$ cat src/rtl/display_arbiter.sv
// Round-robin share of the 7-seg display among four 16-bit sources; req->ack latency 1 cycle.
// No backpressure: requesters hold req/data until ack, captured word dwells DWELL cycles (pin mode bypasses).
module display_arbiter #(
  parameter int DWELL = 100_000_000,
  parameter int CNT_W = 27
) (
  input  logic        clk,
  input  logic        rst_n,
  input  logic [3:0]  req,
  input  logic [63:0] src_data,
  input  logic        pin_en,
  input  logic [1:0]  pin_sel,
  output logic [3:0]  ack,
  output logic [1:0]  grant_id,
  output logic [15:0] disp_data,
  output logic        disp_valid
);

  localparam logic [0:0] IDLE = 1'b0;
  localparam logic [0:0] HOLD = 1'b1;
  localparam logic [CNT_W-1:0] CNT_LAST = CNT_W'(DWELL - 1);

  logic [0:0]       state;
  logic [CNT_W-1:0] cnt;
  logic [1:0]       ptr;

  logic             win_vld;
  logic [1:0]       win_id;
  logic [1:0]       idx;
  logic [15:0]      win_dat;

  // Scan ptr+1 .. ptr+4 (mod 4) so the last winner has lowest priority.
  always_comb begin
    win_vld = 1'b0;
    win_id  = 2'd0;
    idx     = 2'd0;
    if (pin_en) begin
      win_vld = req[pin_sel];
      win_id  = pin_sel;
    end else begin
      for (int k = 1; k <= 4; k++) begin
        idx = ptr + 2'(k);
        if (!win_vld && req[idx]) begin
          win_vld = 1'b1;
          win_id  = idx;
        end
      end
    end
  end

  assign win_dat = src_data[{win_id, 4'b0000} +: 16];

  always_ff @(posedge clk or negedge rst_n) begin
    if (!rst_n) begin
      state      <= IDLE;
      cnt        <= '0;
      ptr        <= 2'd3;
      grant_id   <= 2'd0;
      disp_data  <= 16'h0000;
      disp_valid <= 1'b0;
      ack        <= 4'b0000;
    end else begin
      ack <= 4'b0000;
      case (state)
        IDLE: begin
          if (win_vld) begin
            disp_data  <= win_dat;
            grant_id   <= win_id;
            ptr        <= win_id;
            disp_valid <= 1'b1;
            ack        <= 4'b0001 << win_id;
            cnt        <= '0;
            state      <= HOLD;
          end
        end
        default: begin
          // Pinned source is re-served back to back; dwell only applies in rotation.
          if (pin_en || cnt == CNT_LAST) begin
            state <= IDLE;
          end else begin
            cnt <= cnt + 1'b1;
          end
        end
      endcase
    end
  end

endmodule
$ cat config.mk
export PLATFORM = sky130hd
export DESIGN_NAME = display_arbiter
export DESIGN_NICKNAME = d
export VERILOG_FILES = /design/src/rtl/display_arbiter.sv
export SDC_FILE = /design/constraint.sdc
export NUM_CORES = 1
export LEC_CHECK = 0
export ABC_AREA = 1
export CAP_MARGIN = 20
export CORE_ASPECT_RATIO = 1.5
export CORE_MARGIN = 2
export CORE_UTILIZATION = 40
export DETAILED_ROUTE_END_ITERATION = 10
export PLACE_DENSITY_LB_ADDON = 0.3
export REMOVE_ABC_BUFFERS = 1
export SETUP_SLACK_MARGIN = 0.02
export SYNTH_ARGS = -nofsm -noshare
export SYNTH_HDL_FRONTEND = slang
export SYNTH_SLANG_ARGS = --single-unit
export TNS_END_PERCENT = 30
$ cat constraint.sdc
create_clock -name clk -period 3.1 [get_ports clk]
set_clock_uncertainty 0.05 [all_clocks]
set_input_delay 0.62 -clock clk [delete_from_list [all_inputs] [get_ports clk]]
set_output_delay 0.62 -clock clk [all_outputs]
set_load 0.03 [all_outputs]
run_1/ff_map.png
Bar = 20 um.
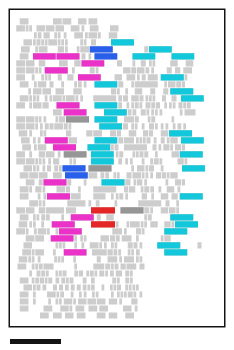
[red] ptr | flops: 2
[magenta] disp_data | flops: 16
[blue] ack | flops: 4
[cyan] cnt | flops: 27
not coloured: 4

run_1/sizing.png
Bar = 20 um.
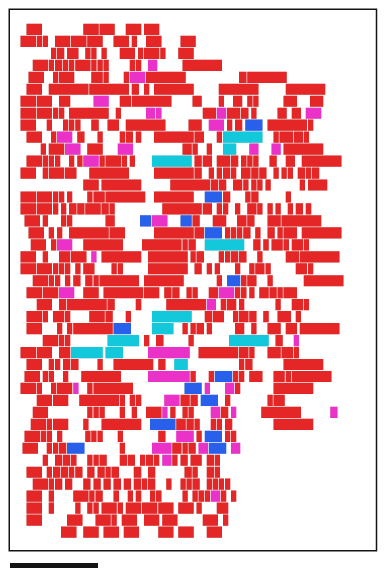
[magenta] x2 | cells: 37
[cyan] x6 and larger | cells: 11
[blue] x3 and x4 | cells: 14
[red] x1 and smaller | cells: 544

run_1/clock_nets.png
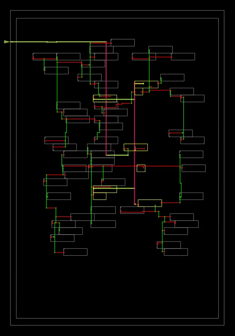
Clock Buffer Count: 6
clk latency late pin: 0.29 ns
CTS Sinks: 53
flop count: 53
TritonCTS Buffers: 5

==> CHANGELOG.md, run 1 <==
### Changed

- Status: completed
- Vias per Instance: approximately 5
- Synth Warn #: 0
- Initial DRC count: 195
- Worst R2R Start: cnt[0]
- Area leader share: 33.9%
- Post-DRT Antenna Nets: 0
- Peak VDD IR: 0.000593 V
- Global Route Usage Sum: a little under a fifth
- Peak fanout along the critical path: 21
- Rel. slew slack: 60.1%
- Top cells by area: dfrtp_1, nand2_1, inv_1
- Ant. Diodes: 0
- TNS Setup: 0 ns
- First-pass GRT wire length: between 15 and 20 mm
- Row cnt: 43
- Pin count of the biggest net entering global routing: 34
- Fp_density: 40.9%
- Core area: 9200 um^2
- Worst-path clk slew: 0.07 ns
- RSZ-0062 raised after global routing: false
- Static Leak: roughly 2.2 nW
- Area leader, netlist: dfrtp_1
- DRC: 0
- Yosys stat cell total: between 500 and 600
- Final Setup Violations: 0
- Cells after Synth: roughly 520
- OpenROAD warnings: 25
- Flop area: 1330 um^2
- CP Data Required Time: 3.24 ns
- Area Overhead vs Synth: 29.8%
- Remaining global-route overflow: 0
## run 1: kinds of logic after synthesis
group / count (synthesis) / share of synthesized area [%]
compound gates: 52 / 9.12
xor+xnor: 16 / 3.73
fa+ha+maj: 1 / 0.333
buf+inv: 111 / 13.8
flops: 53 / 35.3
simple gates: 285 / 37.6
## run 1: worst min-delay path by stage
stage / slack [ns] / to / start / depth (start not counted)
after floorplan: 0.27 / ack[0] / rst_n / 0
after global placement: 0.40 / disp_valid / disp_valid / 1
after detailed placement: 0.42 / disp_valid / disp_valid / 1
after CTS: 0.30 / cnt[13] / rst_n / 1
after global routing: 0.33 / disp_data[3] / rst_n / 1
final: 0.27 / cnt[13] / rst_n / 1
## run 1: layer usage
metal  routed length [um]  track usage (%)
met4                  182             6.66
met5                    0                0
met3                  590             4.64
met2                 4910             35.2
met1                 3760             21.0
## run 1: placed cells by master (no fill, tap or decap), drive strengths merged
| cell | instances |
|---|---|
| nand2 | 144 |
| o21ai | 12 |
| o31ai | 8 |
| nor4 | 7 |
| o211ai | 11 |
| clkbuf | 6 |
| nand4 | 11 |
| nand3 | 68 |
| or2 | 2 |
| o21bai | 1 |
| xor2 | 12 |
| clkinv | 2 |
| a211oi | 2 |
| and3 | 1 |
| ha | 1 |
| nor2 | 38 |
| buf | 4 |
| inv | 93 |
| xnor2 | 4 |
| clkdlybuf4s50 | 94 |
| dfstp | 2 |
| a21oi | 9 |
| o22ai | 8 |
| nor3 | 14 |
| a21boi | 1 |
| dfrtp | 51 |
## run 1: cell type report
cell class	count	share of cell area (%)
clock inverters	2	0.359
flip-flops and latches	53	27.2
clock buffers	6	2.85
inverters	93	7.41
repair buffers	98	20.1
well taps	112	2.87
multi-input cells	354	39.2
## run 1: flip-flops by register name (all words and copies together), names as in the netlist
register,count
cnt,27
disp_data,16
disp_valid,1
state,1
grant_id,2
ack,4
ptr,2
## run 1: cells in the mapped netlist, drive strengths merged
cell type / number
xor2: 12
nand3: 68
nor3: 14
buf: 16
dfstp: 2
nand2: 144
o31ai: 8
a21boi: 1
clkinv: 1
nor2: 38
o21ai: 12
a211oi: 2
o21bai: 1
dfrtp: 51
ha: 1
a21oi: 9
o211ai: 11
inv: 92
clkbuf: 2
o22ai: 8
nand4: 11
or2: 2
and3: 1
xnor2: 4
nor4: 7
## run 1: stage by stage
step	total power (W)	cell area (um^2)
after floorplan	0.00237	3600
after global placement	0.00305	4720
after detailed placement	0.00309	4720
after CTS	0.00369	4880
after global routing	0.00395	4880
final	0.00366	4880
## run 1: where the power goes
group	leakage (nW)	switching [W]	internal, W
Combinational	1.45	0.00132	0.000740
Clock	0.0775	0.000261	0.000326
Sequential	0.689	0.000136	0.000876
Total	2.22	0.00172	0.00194
## run 1: worst max-delay path: cells and delay by family (launching register included)
family | cells | cell delay (ns)
AND/OR/NAND/NOR | 8 | 1.45
flip-flops | 1 | 0.38
buffers and inverters | 1 | 0.27
adder cells (fa/ha/maj) | 1 | 0.23
AND-OR/OR-AND | 1 | 0.07
==> run 2, diff against run 1 <==
- clock period: 3.1 -> 2.4 ns (I/O delays scaled with it)
==> CHANGELOG.md, run 2 <==
### Changed

- Status: completed
- DRC: 0
- Worst-path clk slew: 0.07 ns
- Yosys stat cell total: 518
- First-pass GRT wire length: 16.1 mm
- Switching share of power: 46.3%
- Pin count of the biggest net entering global routing: approximately 54
- Cells after Synth: around 520
- Area leader share: 33.9%
- Ant. Diodes: 0
- Core area: ~9000 um^2
- Initial DRC count: 170
- Placed Area: approximately 4800 um^2
- Fp_density: 40.9%
- Clk pwr share: 15.1%
- Final Setup Violations: 0
- Max reg flops: 27
- Peak fanout along the critical path: 32
- Synth Warn #: 0
- Top cell excl fill/tap: nand2_1
- Top cells by area: dfrtp_1, nand2_1, inv_1
- Row cnt: 43
- Top-count cell post-synth: nand2_1
- Remaining global-route overflow: 0
- Switching power: 0.00227 W
- OpenROAD warnings: 25
-- run 2: logic make-up (layout without fill, tap and decap cells) --
group | Yosys count | in the layout | synth area share (%)
adder cells (fa/ha/maj) | 1 | 1 | 0.333
AND/OR/NAND/NOR | 285 | 285 | 37.6
flip-flops | 53 | 53 | 35.3
AND-OR/OR-AND | 52 | 52 | 9.12
buffers and inverters | 111 | 213 | 13.8
XOR/XNOR | 16 | 16 | 3.73
-- run 2: worst paths after layout --
kind / from / cells past startpoint / to / slack [ns]
setup / recovery: ptr[0] / 12 / disp_data[11] / 0.18
hold / removal: rst_n / 2 / cnt[24] / 0.12
setup reg to reg: ptr[0] / 12 / disp_data[11] / 0.18
hold reg to reg: cnt[26] / 1 / cnt[26] / 0.43
max in group asynchronous: rst_n / 2 / ptr[1] / 1.88
min in group clk: cnt[26] / 1 / cnt[26] / 0.43
-- run 2: worst register-to-register path: cells and delay by family (launching register included) --
family	cells	cell delay, ns
DFF	1	0.66
buffers and inverters	2	0.26
and+or+nand+nor	9	0.95
AOI/OAI and AO/OA	1	0.19
-- run 2: repair_timing --
item                       CTS  global route
gates resized                0             1
setup endpoints to repair    0            10
buffers inserted             0             1
-- run 2: final cells by class --
type / instances / area, um^2 / share of cell area (%)
well taps: 112 / 140 / 2.80
flip-flops and latches: 53 / 1330 / 26.5
inverters: 93 / 363 / 7.24
clock buffers: 5 / 125 / 2.50
repair buffers: 112 / 1120 / 22.4
clock inverters: 3 / 21.3 / 0.424
multi-input cells: 354 / 1910 / 38.1
-- run 2: power groups by stage --
stage / combinational [W] / sequential (W) / clock, W
2_1_floorplan: 0.00145 / 0.00162 / 0
3_3_place_gp: 0.00278 / 0.00131 / 0
3_5_place_dp: 0.00284 / 0.00131 / 0
4_1_cts: 0.00285 / 0.00130 / 0.000749
5_1_grt: 0.00314 / 0.00133 / 0.000784
6_report: 0.00286 / 0.00130 / 0.000739
-- run 2: through the flow --
| stage | power [W] | setup TNS, ns |
|---|---|---|
| global route | 0.00525 | 0 |
| CTS | 0.00490 | 0 |
| global placement | 0.00410 | -0.00555 |
| detailed placement | 0.00415 | -1.14 |
| finish | 0.00489 | 0 |
| floorplan | 0.00306 | 0 |
-- run 2: routing by layer --
metal  vias to the layer above  GRT usage, %  wire, um
met2                       124          35.4      4880
met5                         -             0         0
li1                       1864             -         -
met1                      1684          20.5      3740
met4                         0          9.94       349
met3                        24          4.24       610
run_2/clock_nets.png
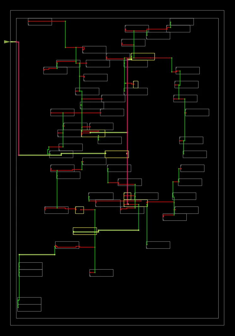
P_clk: 0.000739 W
Clock Buffer Count: 5
clk latency late pin: 0.30 ns

run_2/clock_wires.png
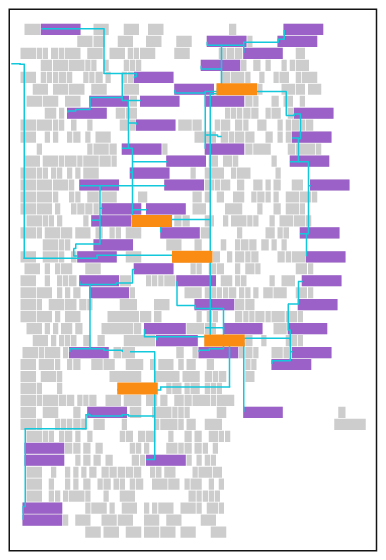
[purple] flip-flops | count: 53
[orange] clock-net drivers | count: 5
[cyan] clock wires | length: 733 um
flops lie: spread over the die

Power is estimated from default activity; no workload was simulated.
